**src/rtl/decode_dec_irq.sv**
```systemverilog
// rtl/decode_dec_irq.sv - decode-stage asynchronous exception request (decrementer / external)
// Optional feature macro: DEC_IRQ_EXT_SYNC_EN (two-flop synchronizer on ext_irq)
module decode_dec_irq #(
  parameter logic [11:0] DEC_VECTOR = 12'h900,
  parameter logic [11:0] EXT_VECTOR = 12'h500
) (
  input  logic        clk,
  input  logic        reset,
  input  logic        dec_trigger,
  input  logic        write_dec,
  input  logic [31:0] write_val,
  input  logic        ext_irq,
  input  logic        msr_ee,
  input  logic        irq_ack,
  output logic        irq_req,
  output logic [11:0] irq_vector,
  output logic        dec_pending
);

  typedef enum logic [1:0] {
    S_IDLE  = 2'd0,
    S_REQ   = 2'd1,
    S_TAKEN = 2'd2
  } state_t;

  state_t      r_state;
  state_t      w_state_nxt;
  logic        r_dec_prev;
  logic        r_dec_pending;
  logic        w_dec_pending_nxt;
  logic        r_irq_req;
  logic [11:0] r_irq_vector;
  logic [11:0] w_irq_vector_nxt;
  logic        r_src_ext;
  logic        w_src_ext_nxt;
  logic        w_ext_lvl;
  logic        w_dec_edge;
  logic        w_mtdec_clr;
  logic        w_ack_take;
  logic        w_ack_dec;
  logic        w_src_live;
  logic        w_unused_wval;

  // Only the sign bit of the mtdec data matters here.
  assign w_unused_wval = ^write_val[30:0];

`ifdef DEC_IRQ_EXT_SYNC_EN
  logic r_ext_s1;
  logic r_ext_s2;

  // Two-flop synchronizer for the external interrupt line.
  always_ff @(posedge clk) begin
    if (reset) begin
      r_ext_s1 <= 1'b0;
      r_ext_s2 <= 1'b0;
    end else begin
      r_ext_s1 <= ext_irq;
      r_ext_s2 <= r_ext_s1;
    end
  end

  assign w_ext_lvl = r_ext_s2;
`else
  assign w_ext_lvl = ext_irq;
`endif

  assign w_dec_edge  = dec_trigger & ~r_dec_prev;
  assign w_mtdec_clr = write_dec & ~write_val[31];
  assign w_ack_take  = (r_state == S_REQ) & irq_ack;
  assign w_ack_dec   = w_ack_take & ~r_src_ext;

  // Pending latch: an mtdec clear beats a fresh edge, a fresh edge beats the ack clear.
  always_comb begin
    w_dec_pending_nxt = r_dec_pending;
    if (w_mtdec_clr) begin
      w_dec_pending_nxt = 1'b0;
    end else if (w_dec_edge) begin
      w_dec_pending_nxt = 1'b1;
    end else if (w_ack_dec) begin
      w_dec_pending_nxt = 1'b0;
    end
  end

  // The latched source is still live when its level (ext) or next pending value (dec) holds.
  assign w_src_live = r_src_ext ? w_ext_lvl : w_dec_pending_nxt;

  // Request FSM next-state and vector latch.
  always_comb begin
    w_state_nxt      = r_state;
    w_irq_vector_nxt = r_irq_vector;
    w_src_ext_nxt    = r_src_ext;
    case (r_state)
      S_IDLE: begin
        if (msr_ee && (w_ext_lvl || r_dec_pending)) begin
          w_state_nxt      = S_REQ;
          w_src_ext_nxt    = w_ext_lvl;
          w_irq_vector_nxt = w_ext_lvl ? EXT_VECTOR : DEC_VECTOR;
        end
      end
      S_REQ: begin
        if (irq_ack) begin
          w_state_nxt = S_TAKEN;
        end else if (!msr_ee || !w_src_live) begin
          w_state_nxt = S_IDLE;
        end
      end
      S_TAKEN: begin
        // Hold off until exception entry has cleared EE, so one event is taken once.
        if (!msr_ee) begin
          w_state_nxt = S_IDLE;
        end
      end
      default: begin
        w_state_nxt = S_IDLE;
      end
    endcase
  end

  // State, edge detector, pending latch and registered outputs.
  always_ff @(posedge clk) begin
    if (reset) begin
      r_state       <= S_IDLE;
      r_dec_prev    <= 1'b0;
      r_dec_pending <= 1'b0;
      r_irq_req     <= 1'b0;
      r_irq_vector  <= 12'h000;
      r_src_ext     <= 1'b0;
    end else begin
      r_state       <= w_state_nxt;
      r_dec_prev    <= dec_trigger;
      r_dec_pending <= w_dec_pending_nxt;
      r_irq_req     <= (w_state_nxt == S_REQ);
      r_irq_vector  <= w_irq_vector_nxt;
      r_src_ext     <= w_src_ext_nxt;
    end
  end

  assign irq_req     = r_irq_req;
  assign irq_vector  = r_irq_vector;
  assign dec_pending = r_dec_pending;

endmodule

```
**config.mk**
```make
export PLATFORM = sky130hd
export DESIGN_NAME = decode_dec_irq
export DESIGN_NICKNAME = d
export VERILOG_FILES = /design/src/rtl/decode_dec_irq.sv
export SDC_FILE = /design/constraint.sdc
export NUM_CORES = 1
export LEC_CHECK = 0
export CORE_UTILIZATION = 25
export CTS_CLUSTER_DIAMETER = 120
export DETAILED_ROUTE_END_ITERATION = 7
export GPL_TIMING_DRIVEN = 0
export PLACE_DENSITY = 0.77
export SLEW_MARGIN = 20
export SYNTH_ARGS = -nofsm -noshare
export SYNTH_HDL_FRONTEND = slang
export SYNTH_SLANG_ARGS = --single-unit
```
**constraint.sdc**
```tcl
create_clock -name clk -period 1.41 [get_ports clk]
set_clock_uncertainty 0.1 [all_clocks]
set_input_delay 0.141 -clock clk [delete_from_list [all_inputs] [get_ports clk]]
set_output_delay 0.141 -clock clk [all_outputs]
set_load 0.02 [all_outputs]
```
==> Slide: Implementation Results, run 1 <==
Flow Results at a Glance

Floorplan
  – Die width: about 44 microns
  – Die area: around 1900 sq um
  – Row count: 14
  – # IOs: about 53
  – Die H: between 40 and 50 microns

Synthesis
  – Mean post-synth cell area: around 9.6 sq um
  – Unique masters post-synth: 24
  – Cells after synthesis: between 40 and 50
  – Cell count listed in synth_stat.txt: around 46
  – Dominant Register Cell: dfxtp_1
  – Async S/R FF share, synth: 0%
  – Top-count cell post-synth: buf_4
  – Post-synth EDFFs: 0
  – Synthesized registers: 8
  – Synth Seq Share: a little over a third
  – Synth warn: 0
  – Yosys top cell by area: dfxtp_1
  – Chip Area, Yosys: 442 sq um
  – Area leader share: ~36%
  – Cell area leaders: dfxtp_1 (36%), buf_4 (17%), nor4b_4 (5.4%), nand3b_1 (5.1%), nor2b_1 (4.2%)
  – Top cells by count: buf_4 (10), dfxtp_1 (8), nand3b_1 (3), nor2b_1 (3)
  – Mapped Area: 442 sq um

Power and ir drop
  – Leakage: approximately 0.3 nW
  – Peak supply drop: 0.382 mV
  – Total power: roughly 570 uW
  – Cell Pwr Density: about 910 nW/um^2

Global route
  – GRT Total Usage: 11.1%
  – Number of global-route vias before repair: between 300 and 400
  – First-pass GRT wire length: 1.48 mm
  – Grt ovf: 0
  – Antenna violations before repair: 0
  – Largest net degree at the start of global routing: 11

Timing
  – Achievable Freq: 0.746 GHz
  – Hold Vio Cnt, Final: 0
  – Fin. max-slew vios: 0
  – Crit path time final: 1340 ps
  – RSZ-0062 raised after global routing: no
  – # setup viols final: 0
  – Final period util: around 95%

Route
  – Drt wl/cell: about 9.8 microns
  – Post-Route WL: roughly 830 microns
  – Post-route DRC: 0
  – Post-route ant nets: 0
  – Vias per cell: between 4 and 5
  – DRT iter0 DRCs: 4
  – Total iterations of the first detailed-routing run: 6

Final layout
  – Share of cells above drive strength 1: between 20% and 30%
  – Final instance area: roughly 630 sq um
  – Seq. cell area: 163 sq um
  – Nets: 110
  – Syn-to-layout area delta: 42.8%
  – Logic area: roughly 230 sq um
  – Filler cell count: 171
  – Finished Layout Cells: roughly 85
  – Inserted Diodes: 0

Place
  – I/O Buffers: 11
  – Placed Cells: between 80 and 90
  – Post-DP Area: 602 sq um
  – Gpl congestion: 0.805

Setup path
  – Critical path's largest stage delay: about 400 ps
  – Worst endpoint data arrival time: 1380 ps
  – R2R Path End: irq_vector[11]$_SDFFE_PP0P_
  – Critical path endpoint category: register
  – Crit path launch type: register
  – CP delay by family, top: simple AND/OR/NAND/NOR gates
  – Reg2reg setup slack: around 69 ps
  – RR Startpoint: dec_pending$_SDFF_PP0_
  – Crit path cell chain: nor2_2 -> nor4b_4 -> mux2_4
  – Crit path depth: 3
  – CP max stage cell: nor4b_4
  – R2R depth: 3
  – WP buf/inv: 0
  – Crit Path Class: reg2reg
  – Worst Path Max Fanout: 4
  – Worst endpoint required time: 1450 ps

Min path
  – Hold WC Path Type: in2reg
  – Worst hold path endpoint: r_dec_prev$_SDFF_PP0_
  – Worst hold path cell count: 2
  – Hold Startpoint: reset

Outcome
  – Run status: finished clean

Clock network
  – Longest Clk Path Bufs: 2
  – Root Buffer: clkbuf_4
  – Clock sinks: 8
  – CTS tree: yes
  – Clk slew on worst S/H paths: 60 ps
  – Post-CTS Hold Fix Bufs: 0
  – H-Tree Depth: 1
  – CTS buffer count: 3

Run
  – Tool Warnings: ~57
  – Max-Cap Viols: 0
[run 1: placed cells by master, fill, tap and decap left out, types with 3 or more instances in the layout]
cell type        Yosys  layout
buf_4               10      11
dfxtp_1              8       6
clkbuf_4             0       3
dlygate4sd2_1        0       5
nor2b_1              3       3
conb_1               1       9
nand3b_1             3       3
clkdlybuf4s50_1      0       5
[run 1: power by group]
part	switching [mW]	leakage [nW]	internal, mW
registers	0.0118	0.0666	0.241
clock network	0.0813	0.0138	0.0976
logic	0.0684	0.221	0.0718
[run 1: metrics by stage]
step / hold slack (ps) / setup WS, ps / setup TNS (ps)
global placement: 370 / -224 / -284
finish: 152 / 68.8 / 0
floorplan: 169 / 43.3 / 0
global route: 232 / 34.2 / 0
detailed placement: 377 / -269 / -422
CTS: 147 / 0.663 / 0
[run 1: what timing repair did]
action / in CTS / in global routing
endpoints found under the setup margin: 5 / 2
gates cloned: 0 / 0
resized: 5 / 3
buffers inserted: 0 / 1
hold endpoints to repair: 0 / 0
pin swaps: 0 / 1
[run 1: layout make-up]
type / instances / area share [%]
inverter: 1 / 0.595
tap: 16 / 3.17
clock buffer: 3 / 3.57
multi-input combinational: 34 / 36.3
buffer: 11 / 12.5
sequential: 8 / 25.8
timing repair buffer: 12 / 18.1
[run 1: metal layers]
layer	share of wire (%)	global-route usage, %	vias up
met5	0	0	-
met4	0	3.64	0
met3	9.5	7.35	0
met2	45	17.6	18
met1	46	11.8	156
li1	-	-	184
[run 1: cells by family (layout without fill, tap and decap cells)]
logic type	count (synthesis)	after routing	share of synthesized area, %
simple gates	16	16	26.9
buf+inv	12	27	18.7
flops	8	8	36.3
compound gates	7	7	11.6
mux	2	2	5.66
other cells	1	9	0.849
[run 1: worst register-to-register path, cell delays in order (launching register included)]
cell     delay [ps]
dfxtp_2         350
nor2_2           60
nor4b_4         390
mux2_4          330
[run 1: worst max-delay path by stage]
stage	start	end	slack, ps
6_report	dec_pending$_SDFF_PP0_	irq_vector[11]$_SDFFE_PP0P_	70
5_1_grt	dec_pending$_SDFF_PP0_	irq_vector[11]$_SDFFE_PP0P_	30
4_1_cts	ext_irq	irq_vector[11]$_SDFFE_PP0P_	0.7
3_5_place_dp	ext_irq	irq_vector[11]$_SDFFE_PP0P_	-270
2_1_floorplan	dec_pending$_SDFF_PP0_	irq_vector[11]$_SDFFE_PP0P_	40
3_3_place_gp	ext_irq	irq_vector[11]$_SDFFE_PP0P_	-220
[run 1: sequential cells by signal (all words and copies together), names as in the netlist]
| signal | cells |
|---|---|
| irq_vector | 3 |
| r_dec_prev | 1 |
| irq_req | 1 |
| r_state | 2 |
| dec_pending | 1 |
Figure 1. Ports around the boundary (run 1).
Drawn at 8 px/micron. Pins as bars across the die edge, other pins in gray.
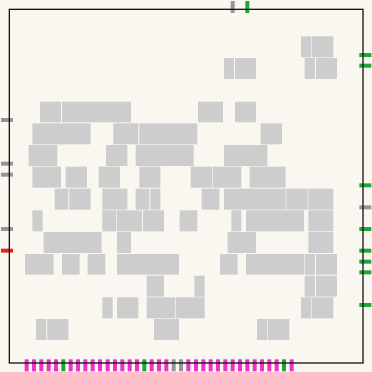
- red: `dec_trigger` (pins 1; direction input; edge west)
- magenta: `write_val` (pins 32; direction input; edge south)
- green: `irq_vector` (pins 12; direction output; edge 8 east, 3 south, 1 north)

Figure 2. Local utilization (run 1).
Drawn at 8 px/micron. The die is cut into 9 by 9 equal tiles; black is low, pale yellow is high, 0 to 100% covered.
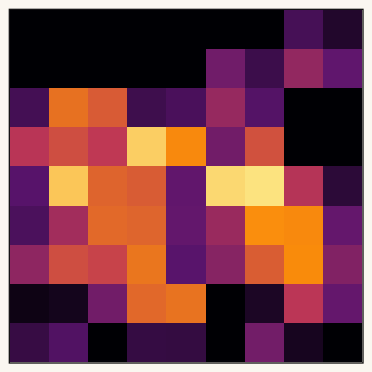
- densest ninth of the die: center
- tiles over 75% full: 6.2%
- fullest tile: 94%
- emptiest ninth of the die: north
- nearly empty tiles: 25%
FP Util: 28.0%
Final Util: 40.0%
Core Footprint: 1580 sq um

Figure 3. The clock network (run 1).
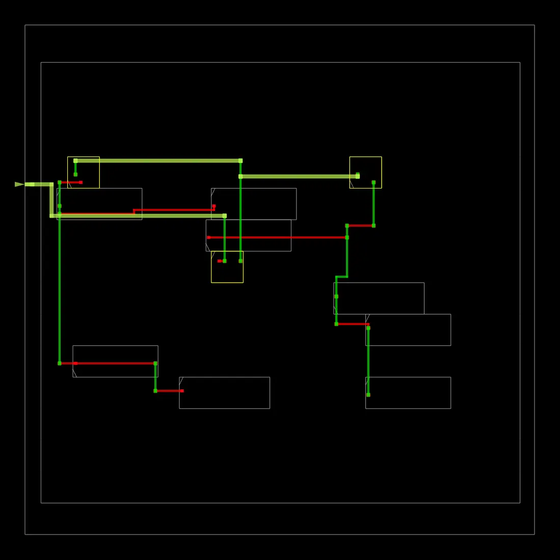
clock network power: 179 uW
clk_lat worst skew: 260 ps

Figure 4. Placed cells, one color a class (run 1).
Drawn at 6 px/micron.
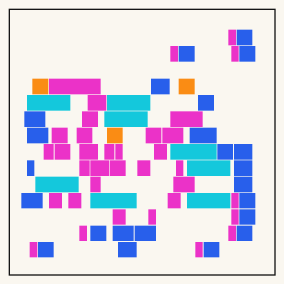

==> run 1 -> run 2 <==
--- a/config.mk
+++ b/config.mk
@@ -5,11 +5,13 @@
 export SDC_FILE = /design/constraint.sdc
 export NUM_CORES = 1
 export LEC_CHECK = 0
-export CORE_UTILIZATION = 25
+export CORE_AREA = 2 2 39 41
 export CTS_CLUSTER_DIAMETER = 120
 export DETAILED_ROUTE_END_ITERATION = 7
+export DIE_AREA = 0 0 41 43
+export DONT_BUFFER_PORTS = 1
 export GPL_TIMING_DRIVEN = 0
-export PLACE_DENSITY = 0.77
+export SETUP_SLACK_MARGIN = 0.5
 export SLEW_MARGIN = 20
 export SYNTH_ARGS = -nofsm -noshare
 export SYNTH_HDL_FRONTEND = slang
Figure 5. Placed cells, one color a class (run 2).
Drawn at 6 px/micron.
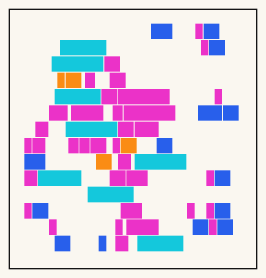
- orange: clock drivers and dummy loads (cells 4)
- cyan: flops (cells 8)
- magenta: combinational and other logic (cells 35)
- blue: other buffers and delay cells (cells 14)

==> run 2 against run 1 <==
Effect of this change:
- the flow now finishes with violations (negative hold slack)
- synthesized cell count unchanged
- die area shrank 9.1%
- final area decreased by 6.2%
==> Slide: Implementation Results, run 2 <==
Flow Results at a Glance

Synthesis
  – Mapped Area: 442 sq um (unchanged)
  – Top cells by count: buf_4 (10), dfxtp_1 (8), nand3b_1 (3), nor2b_1 (3) (unchanged)
  – Yosys top cell by area: dfxtp_1 (unchanged)
  – Area leader share: 36.3% (unchanged)
  – Post-synth EDFFs: 0 (unchanged)
  – Synth Seq Share: 36.3% (unchanged)
  – Synth warn: 0 (unchanged)
  – Top-count cell post-synth: buf_4 (unchanged)
  – Chip Area, Yosys: 442 sq um (unchanged)
  – Cells after synthesis: 46 (unchanged)
  – Mean post-synth cell area: 9.60 sq um (unchanged)
  – Cell area leaders: dfxtp_1 (36%), buf_4 (17%), nor4b_4 (5.4%), nand3b_1 (5.1%), nor2b_1 (4.2%) (unchanged)
  – Unique masters post-synth: 24 (unchanged)
  – Async S/R FF share, synth: 0% (unchanged)
  – Synthesized registers: 8 (unchanged)
  – Dominant Register Cell: dfxtp_1 (unchanged)
  – Cell count listed in synth_stat.txt: 46 (unchanged)

Final layout
  – Final instance area: 592 sq um (was 631 sq um)
  – Inserted Diodes: 0 (unchanged)
  – Top cells excl fill/tap: buf_4 (10), conb_1 (9), dfxtp_2 (4) (was buf_4 (11), conb_1 (9), dfxtp_1 (6))
  – Most frequent logic cell in the layout: buf_4 (unchanged)
  – Nets: 101 (was 110)
  – Share of cells above drive strength 1: 44.3% (was 29.0%)
  – Number of flip-flops in the largest register: 3 (unchanged)
  – Filler cell count: 137 (was 171)
  – Seq. cell area: 176 sq um (was 163 sq um)
  – Syn-to-layout area delta: 34.0% (was 42.8%)
  – Logic area: 255 sq um (was 229 sq um)

Timing
  – Achievable Freq: 0.792 GHz (was 0.746 GHz)
  – RSZ-0062 raised after global routing: yes (was no)
  – Fin. max-slew vios: 0 (unchanged)
  – Hold WS: -10.6 ps (was 152 ps)
  – Hold Vio Cnt, Final: 1 (was 0)
  – # setup viols final: 0 (unchanged)
  – Crit path time final: 1260 ps (was 1340 ps)
  – Final period util: 89.6% (was 95.1%)
  – Post-route setup TNS: 0 ps (unchanged)

Run
  – Tool Warnings: 61 (was 57)
  – Max-Cap Viols: 0 (unchanged)

Route
  – Vias per cell: 4.23 (was 4.21)
  – DRT iter0 DRCs: 5 (was 4)
  – Post-route DRC: 0 (unchanged)
  – Post-route ant nets: 0 (unchanged)
  – Via count: 326 (was 358)
  – Post-Route WL: 763 microns (was 830 microns)
  – Drt wl/cell: 9.91 microns (was 9.76 microns)
  – Total iterations of the first detailed-routing run: 4 (was 6)

Power and ir drop
  – Leakage: 0.254 nW (was 0.301 nW)
  – Cell Pwr Density: 947 nW/um^2 (was 908 nW/um^2)
  – Peak supply drop: 0.411 mV (was 0.382 mV)

Floorplan
  – Row count: 14 (unchanged)
  – FP Util: 31.9% (was 28.0%)
  – Core Footprint: 1380 sq um (was 1580 sq um)
  – # IOs: 53 (unchanged)
  – Die area: 1760 sq um (was 1940 sq um)
  – Die width: 41 microns (was 44.0 microns)
  – Die H: 43 microns (was 44.0 microns)

Clock network
  – Longest Clk Path Bufs: 2 (unchanged)
  – CTS tree: yes (unchanged)
  – CTS buffer count: 3 (unchanged)
  – H-Tree Depth: 1 (unchanged)
  – Clk slew on worst S/H paths: 50 ps (was 60 ps)
  – Root Buffer: clkbuf_4 (unchanged)
  – Clk_lat worst skew: 250 ps (was 260 ps)
  – Clock sinks: 8 (unchanged)

Global route
  – Gr busiest metal: met2 (unchanged)
  – Largest net degree at the start of global routing: 11 (unchanged)
  – Grt ovf: 0 (unchanged)
  – Met2 capacity usage during global routing: 13.8% (was 17.6%)
  – Number of global-route vias before repair: 265 (was 344)
  – First-pass GRT wire length: 1.10 mm (was 1.48 mm)
  – M3 GR Usage: 3.14% (was 7.35%)
  – Antenna violations before repair: 0 (unchanged)
  – Grt met1 use: 11.0% (was 11.8%)
  – GRT Total Usage: 9.97% (was 11.1%)

Outcome
  – Run status: finished with violations (was finished clean)
  – Failing checks: negative hold slack

Setup path
  – Worst Path Max Fanout: 4 (unchanged)
  – Worst endpoint data arrival time: 1310 ps (was 1380 ps)
  – Worst endpoint required time: 1450 ps (about the same)
  – Crit path launch type: register (unchanged)
  – R2R depth: 3 (unchanged)
  – Critical path endpoint category: register (unchanged)
  – Crit Path Class: reg2reg (unchanged)

Place
  – I/O Buffers: 0 (was 11)
  – Post-DP Area: 508 sq um (was 602 sq um)
  – Gpl congestion: 0.744 (was 0.805)

Min path
  – Hold WC Path Type: in2reg (unchanged)
  – Worst hold path cell count: 2 (unchanged)
==> run 2: critical path: stages (launching register included) <==
cell and delay [ps]:
dfxtp_4 400, nor2_4 50, nor4b_4 280, mux2_4 320
==> run 2: stage by stage <==
stage	setup WS (ps)	total power [mW]	util, %	hold WS (ps)	cells
CTS	114	0.556	40.6	-7.65	76
floorplan	168	0.355	-	169	54
detailed placement	118	0.364	36.7	188	70
finish	147	0.561	42.8	-10.6	77
global placement	114	0.364	36.7	171	70
global route	93.3	0.590	42.8	4.37	77
==> run 2: per-layer routing <==
metal  vias to the layer above  routed length, microns
met5                         -                       0
met4                         0                      34
met3                         4                      68
met2                        15                     343
met1                       138                     317
li1                        169                       -
==> run 2: layout make-up <==
cell class | instances | area share, %
Timing Repair Buffer | 3 | 4.65
Inverter | 1 | 0.634
Multi-Input combinational cell | 34 | 43.1
Sequential cell | 8 | 29.8
Clock buffer | 4 | 4.44
Tap cell | 16 | 3.38
Buffer | 11 | 14.0
==> run 2: logic make-up after synthesis <==
group,Yosys count,synth area share [%]
muxes,2,5.66
AOI/OAI and AO/OA,7,11.6
DFF,8,36.3
buffers and inverters,12,18.7
other,1,0.849
and+or+nand+nor,16,26.9
==> run 2: what timing repair did <==
| action | 4_1_cts | 5_1_grt |
|---|---|---|
| buffers inserted | 0 | 1 |
| hold buffers | 2 | 0 |
| hold endpoints to repair | 2 | 0 |
| pin swaps | 1 | 3 |
| endpoints found under the setup margin | 10 | 9 |
| resized | 5 | 5 |
==> run 2: power breakdown <==
group / leakage [nW] / total, mW / switching (mW) / internal (mW)
logic: 0.169 / 0.108 / 0.0509 / 0.0574
clock network: 0.0150 / 0.187 / 0.0786 / 0.108
registers: 0.0695 / 0.266 / 0.0250 / 0.241
total: 0.254 / 0.561 / 0.154 / 0.406
==> run 2: path summary, 6_finish.rpt <==
kind	start	end	slack [ps]
worst min register to register	irq_vector[10]$_SDFFE_PP0P_	irq_vector[10]$_SDFFE_PP0P_	430
worst max register to register	dec_pending$_SDFF_PP0_	irq_vector[11]$_SDFFE_PP0P_	150
worst min-delay path	irq_ack	r_state[1]$_SDFF_PP0_	-10
worst max-delay path	dec_pending$_SDFF_PP0_	irq_vector[11]$_SDFFE_PP0P_	150
Power and IR drop assume default switching activity.
